===== src/rtl/load_store_unit.sv =====
// Word-memory load/store initiator: byte/half/word access with sign/zero extension and RMW stores.
// Define LSU_MISALIGN_ERR_EN to flag misaligned half/word accesses as errors.
module load_store_unit #(
  parameter int ADDR_W = 32
) (
  input  logic              clk,
  input  logic              rst_n,
  input  logic              req_valid,
  output logic              req_ready,
  input  logic              req_store,
  input  logic [1:0]        req_size,
  input  logic              req_unsigned,
  input  logic [ADDR_W-1:0] req_addr,
  input  logic [31:0]       req_wdata,
  output logic              resp_valid,
  output logic [31:0]       resp_rdata,
  output logic              resp_err,
  output logic [ADDR_W-1:0] mem_addr,
  output logic [31:0]       mem_wdata,
  output logic              mem_read,
  output logic              mem_write,
  input  logic [31:0]       mem_rdata
);

  typedef enum logic [1:0] {
    IDLE,
    RD,
    WR,
    DONE
  } state_e;

  state_e state_q, state_d;

  logic              store_q, store_d;
  logic              uns_q, uns_d;
  logic [1:0]        size_q, size_d;
  logic [1:0]        off_q, off_d;
  logic [ADDR_W-1:0] addr_q, addr_d;
  logic [15:0]       wdata_q, wdata_d;
  logic [31:0]       mwdata_q, mwdata_d;
  logic [31:0]       rdata_q, rdata_d;
  logic              err_q, err_d;

  logic        mis;
  logic        bad;
  logic [7:0]  lane_b;
  logic [15:0] lane_h;
  logic [31:0] ext;
  logic [31:0] merge;

`ifdef LSU_MISALIGN_ERR_EN
  assign mis = (req_size == 2'b01 && req_addr[0])
            || (req_size == 2'b10 && req_addr[1:0] != 2'b00);
`else
  assign mis = 1'b0;
`endif

  assign bad = (req_size == 2'b11) || mis;

  always_comb begin
    lane_b = mem_rdata[{off_q, 3'b000} +: 8];
    lane_h = off_q[1] ? mem_rdata[31:16] : mem_rdata[15:0];
    ext    = mem_rdata;
    unique case (1'b1)
      size_q == 2'b00: ext = {{24{~uns_q & lane_b[7]}}, lane_b};
      size_q == 2'b01: ext = {{16{~uns_q & lane_h[15]}}, lane_h};
      default:         ext = mem_rdata;
    endcase
  end

  // Sub-word store: replace only the addressed lane(s) of the word just read.
  always_comb begin
    merge = mem_rdata;
    if (size_q == 2'b00) begin
      merge[{off_q, 3'b000} +: 8] = wdata_q[7:0];
    end else if (off_q[1]) begin
      merge[31:16] = wdata_q;
    end else begin
      merge[15:0] = wdata_q;
    end
  end

  always_comb begin
    state_d  = state_q;
    store_d  = store_q;
    uns_d    = uns_q;
    size_d   = size_q;
    off_d    = off_q;
    addr_d   = addr_q;
    wdata_d  = wdata_q;
    mwdata_d = mwdata_q;
    rdata_d  = rdata_q;
    err_d    = err_q;
    unique case (state_q)
      IDLE: begin
        if (req_valid) begin
          store_d = req_store;
          uns_d   = req_unsigned;
          size_d  = req_size;
          off_d   = req_addr[1:0];
          addr_d  = {req_addr[ADDR_W-1:2], 2'b00};
          wdata_d = req_wdata[15:0];
          err_d   = bad;
          if (bad) begin
            rdata_d = '0;
            state_d = DONE;
          end else if (req_store && req_size == 2'b10) begin
            mwdata_d = req_wdata;
            state_d  = WR;
          end else begin
            state_d = RD;
          end
        end
      end
      RD: begin
        if (store_q) begin
          mwdata_d = merge;
          state_d  = WR;
        end else begin
          rdata_d = ext;
          state_d = DONE;
        end
      end
      WR: begin
        rdata_d = '0;
        state_d = DONE;
      end
      DONE: state_d = IDLE;
      default: state_d = IDLE;
    endcase
  end

  always_ff @(posedge clk or negedge rst_n) begin
    if (!rst_n) begin
      state_q <= IDLE;
    end else begin
      state_q <= state_d;
    end
  end

  always_ff @(posedge clk or negedge rst_n) begin
    if (!rst_n) begin
      store_q  <= 1'b0;
      uns_q    <= 1'b0;
      size_q   <= 2'b00;
      off_q    <= 2'b00;
      addr_q   <= '0;
      wdata_q  <= '0;
      mwdata_q <= '0;
      rdata_q  <= '0;
      err_q    <= 1'b0;
    end else begin
      store_q  <= store_d;
      uns_q    <= uns_d;
      size_q   <= size_d;
      off_q    <= off_d;
      addr_q   <= addr_d;
      wdata_q  <= wdata_d;
      mwdata_q <= mwdata_d;
      rdata_q  <= rdata_d;
      err_q    <= err_d;
    end
  end

  assign req_ready  = (state_q == IDLE);
  assign resp_valid = (state_q == DONE);
  assign mem_read   = (state_q == RD);
  assign mem_write  = (state_q == WR);
  assign resp_rdata = rdata_q;
  assign resp_err   = err_q;
  assign mem_addr   = addr_q;
  assign mem_wdata  = mwdata_q;

endmodule


===== config.mk =====
export PLATFORM = sky130hd
export DESIGN_NAME = load_store_unit
export DESIGN_NICKNAME = d
export VERILOG_FILES = /design/src/rtl/load_store_unit.sv
export SDC_FILE = /design/constraint.sdc
export NUM_CORES = 1
export LEC_CHECK = 0
export CAP_MARGIN = 25
export CORE_ASPECT_RATIO = 0.75
export CORE_MARGIN = 1.5
export CORE_UTILIZATION = 44
export CTS_BUF_LIST = sky130_fd_sc_hd__clkbuf_16
export DETAILED_ROUTE_END_ITERATION = 10
export PLACE_DENSITY_LB_ADDON = 0.2
export RECOVER_POWER = 100
export SLEW_MARGIN = 5
export SYNTH_ARGS = -nofsm -noshare
export SYNTH_HDL_FRONTEND = slang
export SYNTH_SLANG_ARGS = --single-unit

===== constraint.sdc =====
create_clock -name clk -period 8.3 [get_ports clk]
set_input_delay 2.49 -clock clk [delete_from_list [all_inputs] [get_ports clk]]
set_output_delay 2.49 -clock clk [all_outputs]
set_load 0.005 [all_outputs]

**Run 1: cell area per tile**

14 x 11 tiles, from dark blue (low) to red (high), 0 to 100% covered.
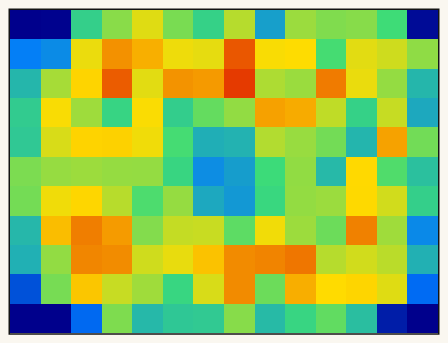
3.2% of the tiles are nearly empty. 21% of the tiles are over 75% full. The fullest tile reaches 93%. The mean over all tiles is 58%.

**Run 1: track usage over the die**

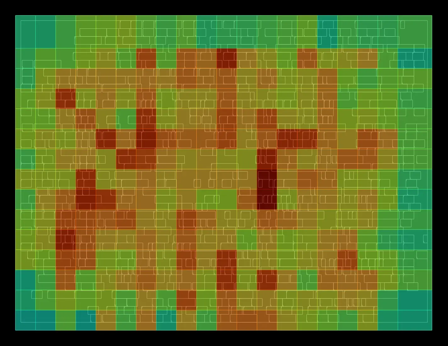
met1 GRT Util: 0.410
post-layout util: 0.641

==> impl_metrics.csv, run 1 <==
group,metric,value,unit
run_status,status,"finished with violations",
run_status,violations,"capacitance limit, slew limit",
setup_path,crit_start,"req_size[1]",
finish,syn_to_final_growth,43.2,%
setup_path,critical-path-slowest-cell,"a2111oi_1",
sta,hold_ws,475,ps
synth,ys_ff,119,
finish,design_area,9240,um2
placed_design,portBuffers,201,
setup_path,worst_setup_path_end_kind,"register",
finish,largest_cell_class,"multi-input combinational cells",
global_routing,grt_max_degree,63,
clocking,cts-root-buf,"clkbuf_16",
pwr,peakVddDrop,173,uV
finish,comb_cells,390,
finish,nets,876,
sta,min_period,6110,ps
setup_path,required,8650,ps
placed_design,dp.cells,942,
synth,top_cells_by_count,"119 x dfrtp_1, 108 x mux2_2, 31 x clkbuf_1",
job,cap_violations,3,
pwr,seqPwrFrac,0.299,
drt,wl_met2,8.97,mm
floorplanning,pin_count,204,
finish,combGateArea,3160,um2
synth,syn_inst,579,
global_routing,grt_usage,0.280,
synth,top_cell,"dfrtp_1",
pwr,comb_power,1770,uW
finish,sh_seq_area,0.322,
pwr,switching_share,0.365,
placed_design,placed_cell_area,8590,um2
setup_path,critPathKind,"primary input to register",
global_routing,antenna_found_initial,0,
clocking,h-tree-depth,4,
clocking,cts.sinks,119,
synth,synth-edff-count,0,
drt,dr_wl_met3,1.83,mm
min_path,hold_depth,2,
global_routing,grt_overflow,0,
synth,synthDistinctLibCells,42,
sta,drv_slew,109,
pwr,p_clk_frac,0.228,
clocking,cts_resized,0,
floorplanning,chipArea,15400,um2
finish,num-clock-buffers,17,
finish,clkCellAreaFrac,0.0733,
sta,fin_crit_sh,0.736,
setup_path,critPathArrivalTime,6450,ps
finish,flop-count,119,
clocking,cts_setup_buffers,0,
placed_design,gp_congestion,0.889,
finish,final-nonclk-buf-share,0.226,
pwr,powerDensity,405,nW/um2
drt,drtPass1Iterations,5,
setup_path,r2r-end,"resp_rdata[20]",
finish,final_cells,976,
clocking,holdBufCountCts,0,
floorplanning,tapCellCount,200,
synth,synth.avg_cell_area,11.1,um2
setup_path,path_cells,"dlygate4sd3_1 -> nand3_1 -> a211o_1 -> a2111oi_1 -> a221o_2",
setup_path,critPathBufInv,1,
synth,top_area_frac,0.462,
clocking,cts_buffers,17,
drt,finalWirelength,20.7,mm
drt,viasPerCell,5.78,
finish,nonClockBufferCount,213,
sta,clock-skew-final,6.63,ps
finish,inverters,22,
synth,yosys_area,6450,um2
setup_path,cp_slowest_stage_delay,2310,ps
global_routing,grt_pass1_vias,5603,
synth,ys_seq_share,0.462,
setup_path,crit_path_end,"resp_rdata[20]",
setup_path,r2r_setup_slack,3770,ps
global_routing,grtUsageMet3,0.0761,
clocking,cts_buffer_depth,2,
pwr,pg_clk,853,uW
sta,maxSlewHeadroom,-1.14,
sta,rsz0062_at_grt,"false",
pwr,intPower,2380,uW
pwr,comb_power_share,0.473,
drt,drcViolationCount,0,
finish,drive_gt1_frac,0.219,
setup_path,crit_cells,5,
setup_path,cp_max_fo,17,
sta,final_hold_viol_count,0,
drt,wire_per_inst,21.2,um
drt,wirelength_met1,9.63,mm
min_path,holdCritPathClass,"register to register",
setup_path,cp_top_family,"AND-OR/OR-AND gates",
sta,fin_ws,2190,ps
setup_path,start_kind,"primary input",
drt,vias,5643,
placed_design,pre_cts_slack,3350,ps
min_path,whs_endpoint,"resp_err",
global_routing,gr-max-usage-layer,"met1",
setup_path,reg2reg_depth,7,
**Run 1: metal layers overlaid**

The bar under the picture is 50 um long.
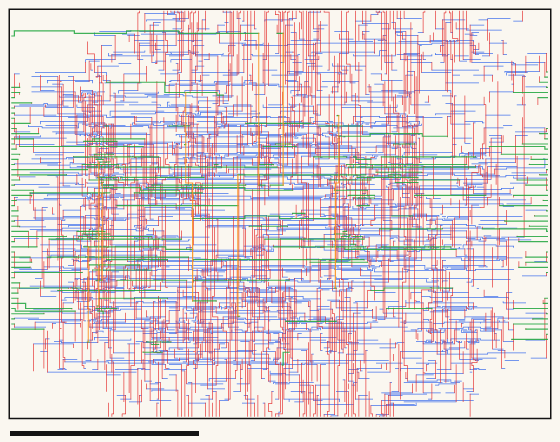
M2: drawn in red, wire length 8,970 um. M4: drawn in orange, wire length 310 um. M3: drawn in green, wire length 1,830 um. M1: drawn in blue, wire length 9,630 um.

**Run 1: clock distribution**

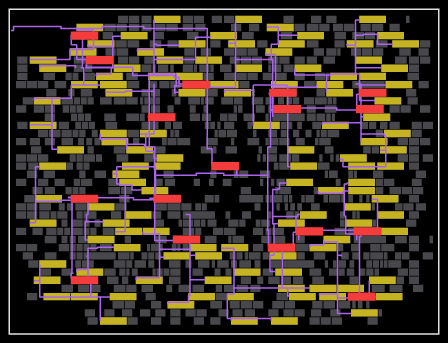
clock wires: drawn in purple, length 1,750 um. clock-net drivers: drawn in red, count 17. flip-flops: drawn in yellow, count 119.
There are 18 routed clock nets. Position of the flops: all over the die.

run 1: flip-flops by register name, summed over array words and instances, names as in the netlist:
| signal | count |
|---|---|
| resp_rdata | 32 |
| mem_wdata | 32 |
| size_q | 2 |
| off_q | 2 |
| wdata_q | 16 |
| state_q | 2 |
| store_q | 1 |
| mem_addr | 30 |
| resp_err | 1 |
| uns_q | 1 |
run 1: logic make-up (layout without fill, tap and decap cells):
group                    after synthesis  after routing  share of synthesized area
adder cells (fa/ha/maj)               10             10                     0.0194
other                                  1              2                   0.000582
multiplexers                         124            124                      0.215
flip-flops                           119            119                      0.462
AND-OR/OR-AND                        134            134                      0.157
AND/OR/NAND/NOR                      120            120                     0.0993
buffers and inverters                 71            267                     0.0464
**Run 1: selected gate families**

The bar under the picture is 50 um long.
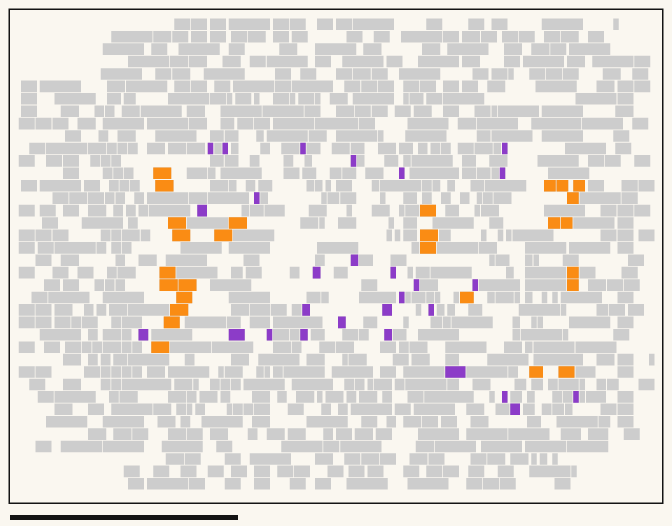

==> inputs of run 2 (changes only) <==
- CORE_UTILIZATION: 44 -> 43
- clock period: 8.3 -> 5.1 ns (I/O delays scaled with it)
**Run 2: selected gate families**

The bar under the picture is 50 um long.
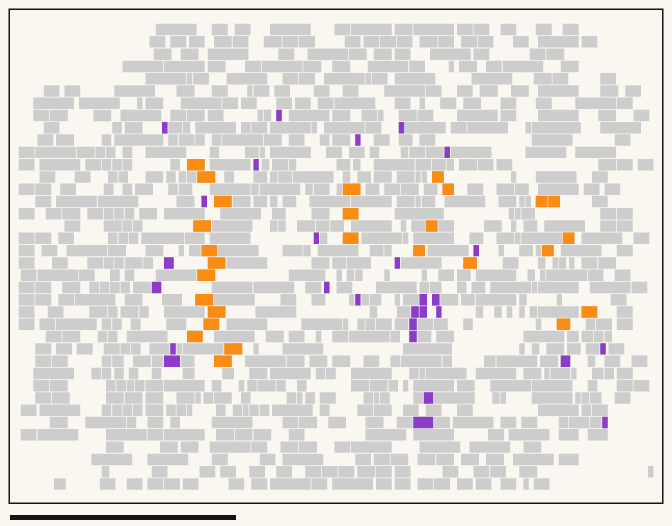
non-inverting ao/oa cells: drawn in orange, cells 27. nor cells: drawn in purple, cells 28.
final instance count without filler cells: 976
combinational share of cell area: 0.346
most used logic cell in the final layout: dfrtp_1

**Run 2: cell area per tile**

14 x 11 tiles, from dark blue (low) to red (high), 0 to 100% covered.
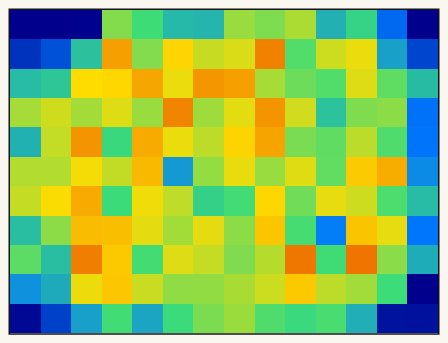
The fullest tile reaches 87%. 3.9% of the tiles are nearly empty. 18% of the tiles are over 75% full.

**Run 2: metal layers overlaid**

The bar under the picture is 50 um long.
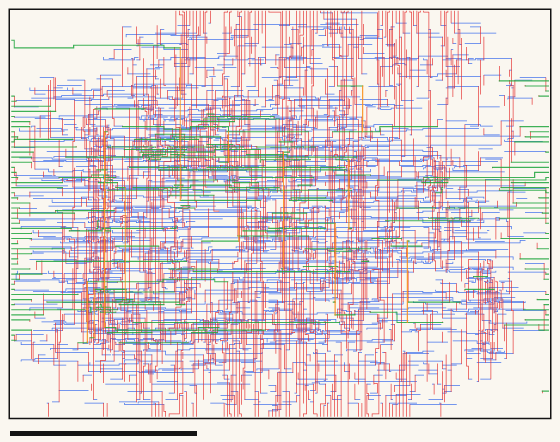
M4: drawn in orange, wire length 275 um. M1: drawn in blue, wire length 9,610 um. M2: drawn in red, wire length 9,340 um. M3: drawn in green, wire length 2,100 um.

==> impl_metrics.csv, run 2 <==
group,metric,value,unit
run_status,status,"finished with violations",
run_status,violations,"capacitance limit, slew limit",
drt,finalWirelength,21.3,mm
setup_path,start_kind,"primary input",
pwr,switching_share,0.370,
pwr,powerDensity,650,nW/um2
drt,wire_per_inst,21.9,um
synth,synthAdderAreaFrac,0.0194,
clocking,cts_resized,0,
finish,drive_gt1_frac,0.213,
finish,design_area,9160,um2
pwr,intPower,3750,uW
job,cap_violations,3,
sta,clock-skew-final,6.34,ps
clocking,cts_setup_buffers,0,
placed_design,portBuffers,201,
global_routing,grt_usage,0.282,
global_routing,grt_max_degree,64,
setup_path,critPathKind,"primary input to register",
pwr,peakVddDrop,317,uV
setup_path,critPathArrivalTime,4510,ps
synth,ys_ff,119,
drt,drcViolationCount,0,
sta,hold_ws,476,ps
clocking,cts_buffer_depth,2,
sta,maxSlewHeadroom,-0.352,
pwr,p_clk_frac,0.206,
clocking,h-tree-depth,4,
drt,dr_wl_met3,2.10,mm
synth,muxShareOfSynthArea,0.215,
synth,synth-edff-count,0,
pwr,comb_power,2890,uW
drt,wl_met2,9.34,mm
synth,xor_area_frac,0,
synth,syn_inst,579,
sta,fin_crit_sh,0.814,
sta,final_hold_viol_count,0,
drt,vias,5737,
finish,largest_cell_class,"multi-input combinational cells",
finish,combGateArea,3160,um2
finish,final-nonclk-buf-share,0.228,
placed_design,pre_cts_slack,1210,ps
drt,wirelength_met1,9.61,mm
sta,drv_slew,114,
placed_design,gp_congestion,0.888,
finish,syn_to_final_growth,42.0,%
finish,flop-count,119,
finish,num-clock-buffers,17,
pwr,seqPwrFrac,0.309,
setup_path,required,5460,ps
sta,min_period,4150,ps
finish,nonClockBufferCount,213,
synth,top_cell,"dfrtp_1",
pwr,pg_clk,1230,uW
drt,drtPass1Iterations,5,
synth,ys_sh_aoi,0.157,
synth,top_area_frac,0.462,
finish,clkCellAreaFrac,0.0649,
synth,synth.avg_cell_area,11.1,um2
finish,inverters,22,
synth,yosys_area,6450,um2
global_routing,grt_util_met1,0.407,
setup_path,worst_setup_path_end_kind,"register",
sta,rsz0062_at_grt,"false",
pwr,comb_power_share,0.485,
global_routing,grt_pass1_vias,5722,
finish,comb_cells,390,
setup_path,cp_max_fo,17,
placed_design,dp.cells,941,
sta,fin_ws,949,ps
[run 2: final timing paths]
| path | depth (start not counted) | to | slack (ps) | startpoint |
|---|---|---|---|---|
| min in group asynchronous | 1 | mem_wdata[17] | 1160 | rst_n |
| worst max register to register | 7 | resp_rdata[26] | 1480 | state_q[1] |
| worst max-delay path | 5 | resp_rdata[26] | 950 | req_valid |
| max in group asynchronous | 2 | mem_addr[6] | 1890 | rst_n |
| worst min-delay path | 1 | resp_rdata[8] | 480 | resp_rdata[8] |
| worst min register to register | 1 | resp_rdata[8] | 480 | resp_rdata[8] |
[run 2: worst max-delay path, cell delays in order]
cell,delay [ps]
dlygate4sd3_1,600
nand3_1,150
a211o_1,530
a2111oi_2,1420
a221o_2,270
**Run 2: clock distribution**

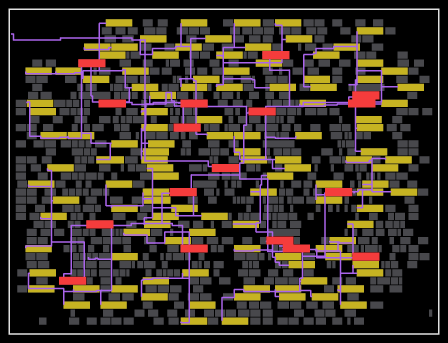

==> inputs of run 3 (changes only) <==
- CORE_UTILIZATION: 43 -> 44
- clock period: 5.1 -> 3.9 ns (I/O delays scaled with it)
**Run 3: clock distribution**

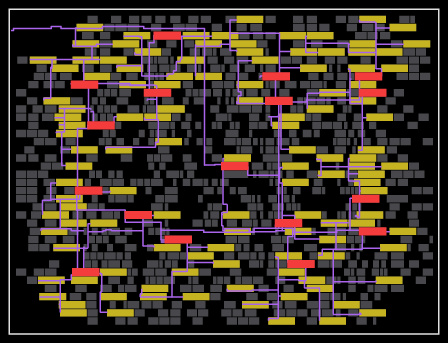
clock wires: drawn in purple, length 1,630 um. flip-flops: drawn in yellow, count 119. clock-net drivers: drawn in red, count 17.
Position of the flops: all over the die. There are 18 routed clock nets.

**Run 3: selected gate families**

The bar under the picture is 50 um long.
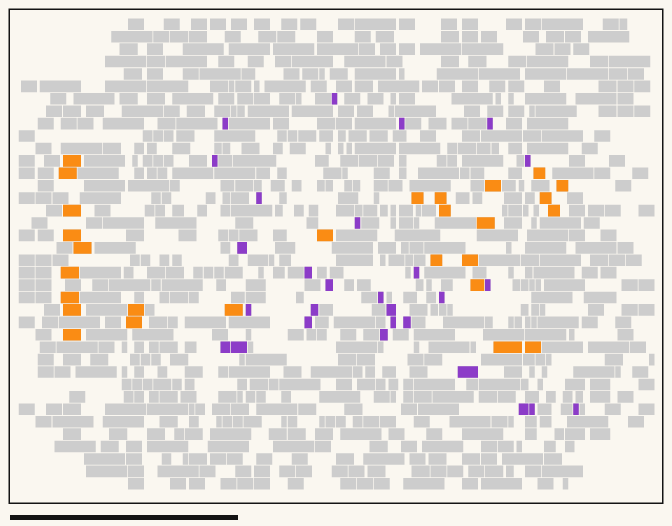
nor cells: drawn in purple, cells 28. non-inverting ao/oa cells: drawn in orange, cells 27.

**Run 3: track usage over the die**

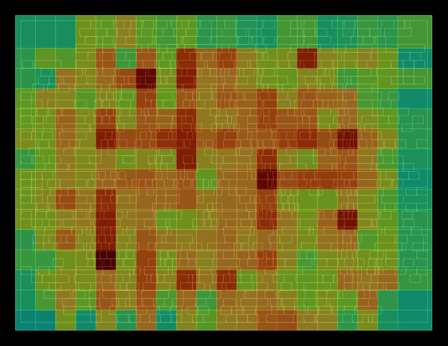
post-layout util: 0.631
met2 Use GR: 0.402
Tot GR Track Use: 0.281
met3 usage: 0.0810

==> impl_metrics.csv, run 3 <==
group,metric,value,unit
drt,wl_met2,8.82,mm
finish,final_cells,978,
global_routing,antenna_found_initial,1,
finish,combGateArea,3180,um2
placed_design,place.detailed.hpwl,15.0,mm
pwr,intPower,4620,uW
pwr,comb_power,3790,uW
setup_path,cp_top_family,"buffers and inverters",
min_path,whs_endpoint,"resp_rdata[12]",
placed_design,placed_cell_area,8670,um2
floorplanning,chipArea,15400,um2
synth,synthAdderAreaFrac,0.0194,
finish,design_area,9090,um2
global_routing,grt_util_met1,0.406,
setup_path,critPathBufInv,2,
clocking,cts_buffers,17,
synth,logic_family,"multiplexers",
synth,top_area_frac,0.462,
clocking,h-tree-depth,4,
synth,synth.avg_cell_area,11.1,um2
synth,largest_area_cell,"dfrtp_1",
drt,vias,5733,
synth,syn_inst,579,
drt,wirelength_met1,9.69,mm
sta,drv_slew,87,
drt,wire_per_inst,21.3,um
floorplanning,pin_count,204,
setup_path,worst_setup_path_end_kind,"register",
job,cap_violations,2,
global_routing,grt_max_degree,60,
finish,nets,881,
setup_path,required,4190,ps
synth,synth-edff-count,0,
global_routing,grt_overflow,0,
sta,maxSlewHeadroom,-0.195,
clocking,cts.sinks,119,
placed_design,pre_cts_slack,627,ps
drt,dr_wl_met3,1.99,mm
finish,drive_gt1_frac,0.206,
finish,syn_to_final_growth,41.0,%
synth,muxShareOfSynthArea,0.215,
setup_path,critPathKind,"primary input to register",
synth,top_cell,"dfrtp_1",
setup_path,start_kind,"primary input",
sta,tns,0,ps
run_status,status,"finished with violations",
global_routing,grt_pass1_vias,5744,
pwr,powerDensity,821,nW/um2
synth,ys_sh_aoi,0.157,
setup_path,r2r_setup_slack,680,ps
placed_design,portBuffers,201,
min_path,holdCritPathClass,"register to register",
synth,ys_ff,119,
setup_path,r2r-end,"mem_wdata[10]",
pwr,peakVddDrop,401,uV
floorplanning,fp-utilization,0.448,
min_path,min_from,"resp_rdata[12]",
setup_path,cp_max_fo,30,
setup_path,path_cells,"dlygate4sd3_1 -> nand2_1 -> clkbuf_1 -> mux2_2",
synth,yosys_area,6450,um2
setup_path,rr_startpoint,"off_q[0]",
clocking,cts_buffer_depth,2,
pwr,switching_share,0.381,
finish,mostFrequentLayoutCell,"dfrtp_1",
synth,ys_sh_simple,0.0993,
clocking,cts_setup_buffers,0,
clocking,cts-root-buf,"clkbuf_16",
synth,synthDistinctLibCells,42,
drt,finalWirelength,20.9,mm
synth,syn_area,6450,um2
sta,fin_ws,562,ps
run_status,violations,"capacitance limit, slew limit",
drt,drtPass1Iterations,5,
sta,rsz0062_at_grt,"false",
synth,top_cells_by_count,"119 x dfrtp_1, 108 x mux2_2, 31 x clkbuf_1",
setup_path,critPathArrivalTime,3630,ps
clocking,cts_resized,0,
sta,fin_crit_sh,0.856,
placed_design,dp.cells,949,
pwr,p_clk_frac,0.173,
global_routing,gr-max-usage-layer,"met1",
pwr,comb_power_share,0.508,
sta,clock-skew-final,6.21,ps
synth,async_flop_share,1.00,
sta,min_period,3340,ps
setup_path,cp_slowest_stage_delay,1300,ps
job,tool_warnings,34,
drt,viasPerCell,5.86,
synth,xor_area_frac,0,
pwr,pg_clk,1290,uW
setup_path,critical-path-slowest-cell,"clkbuf_1",
placed_design,gp_congestion,0.869,
sta,hold_ws,475,ps
drt,drcViolationCount,0,
clocking,holdBufCountCts,0,
setup_path,reg2reg_depth,7,
min_path,hold_depth,1,
synth,ys_seq_share,0.462,
## run 3: final cells by class
type / count / area share
multi-input combinational: 390 / 0.350
sequential: 119 / 0.328
timing repair buffer: 218 / 0.233
clock buffer: 17 / 0.0468
tap: 200 / 0.0275
inverter: 22 / 0.00908
clock inverter: 12 / 0.00564
## run 3: worst max-delay path by stage
stage | start | end | slack (ps) | cells after the start
2_1_floorplan | off_q[0] | mem_wdata[10] | 1250 | 10
3_3_place_gp | mem_rdata[7] | resp_rdata[12] | 690 | 5
3_5_place_dp | mem_rdata[7] | resp_rdata[11] | 630 | 5
4_1_cts | state_q[0] | req_ready | 850 | 3
5_1_grt | off_q[0] | mem_wdata[19] | 400 | 8
6_report | req_valid | mem_addr[5] | 560 | 4
Power and IR drop assume default switching activity.
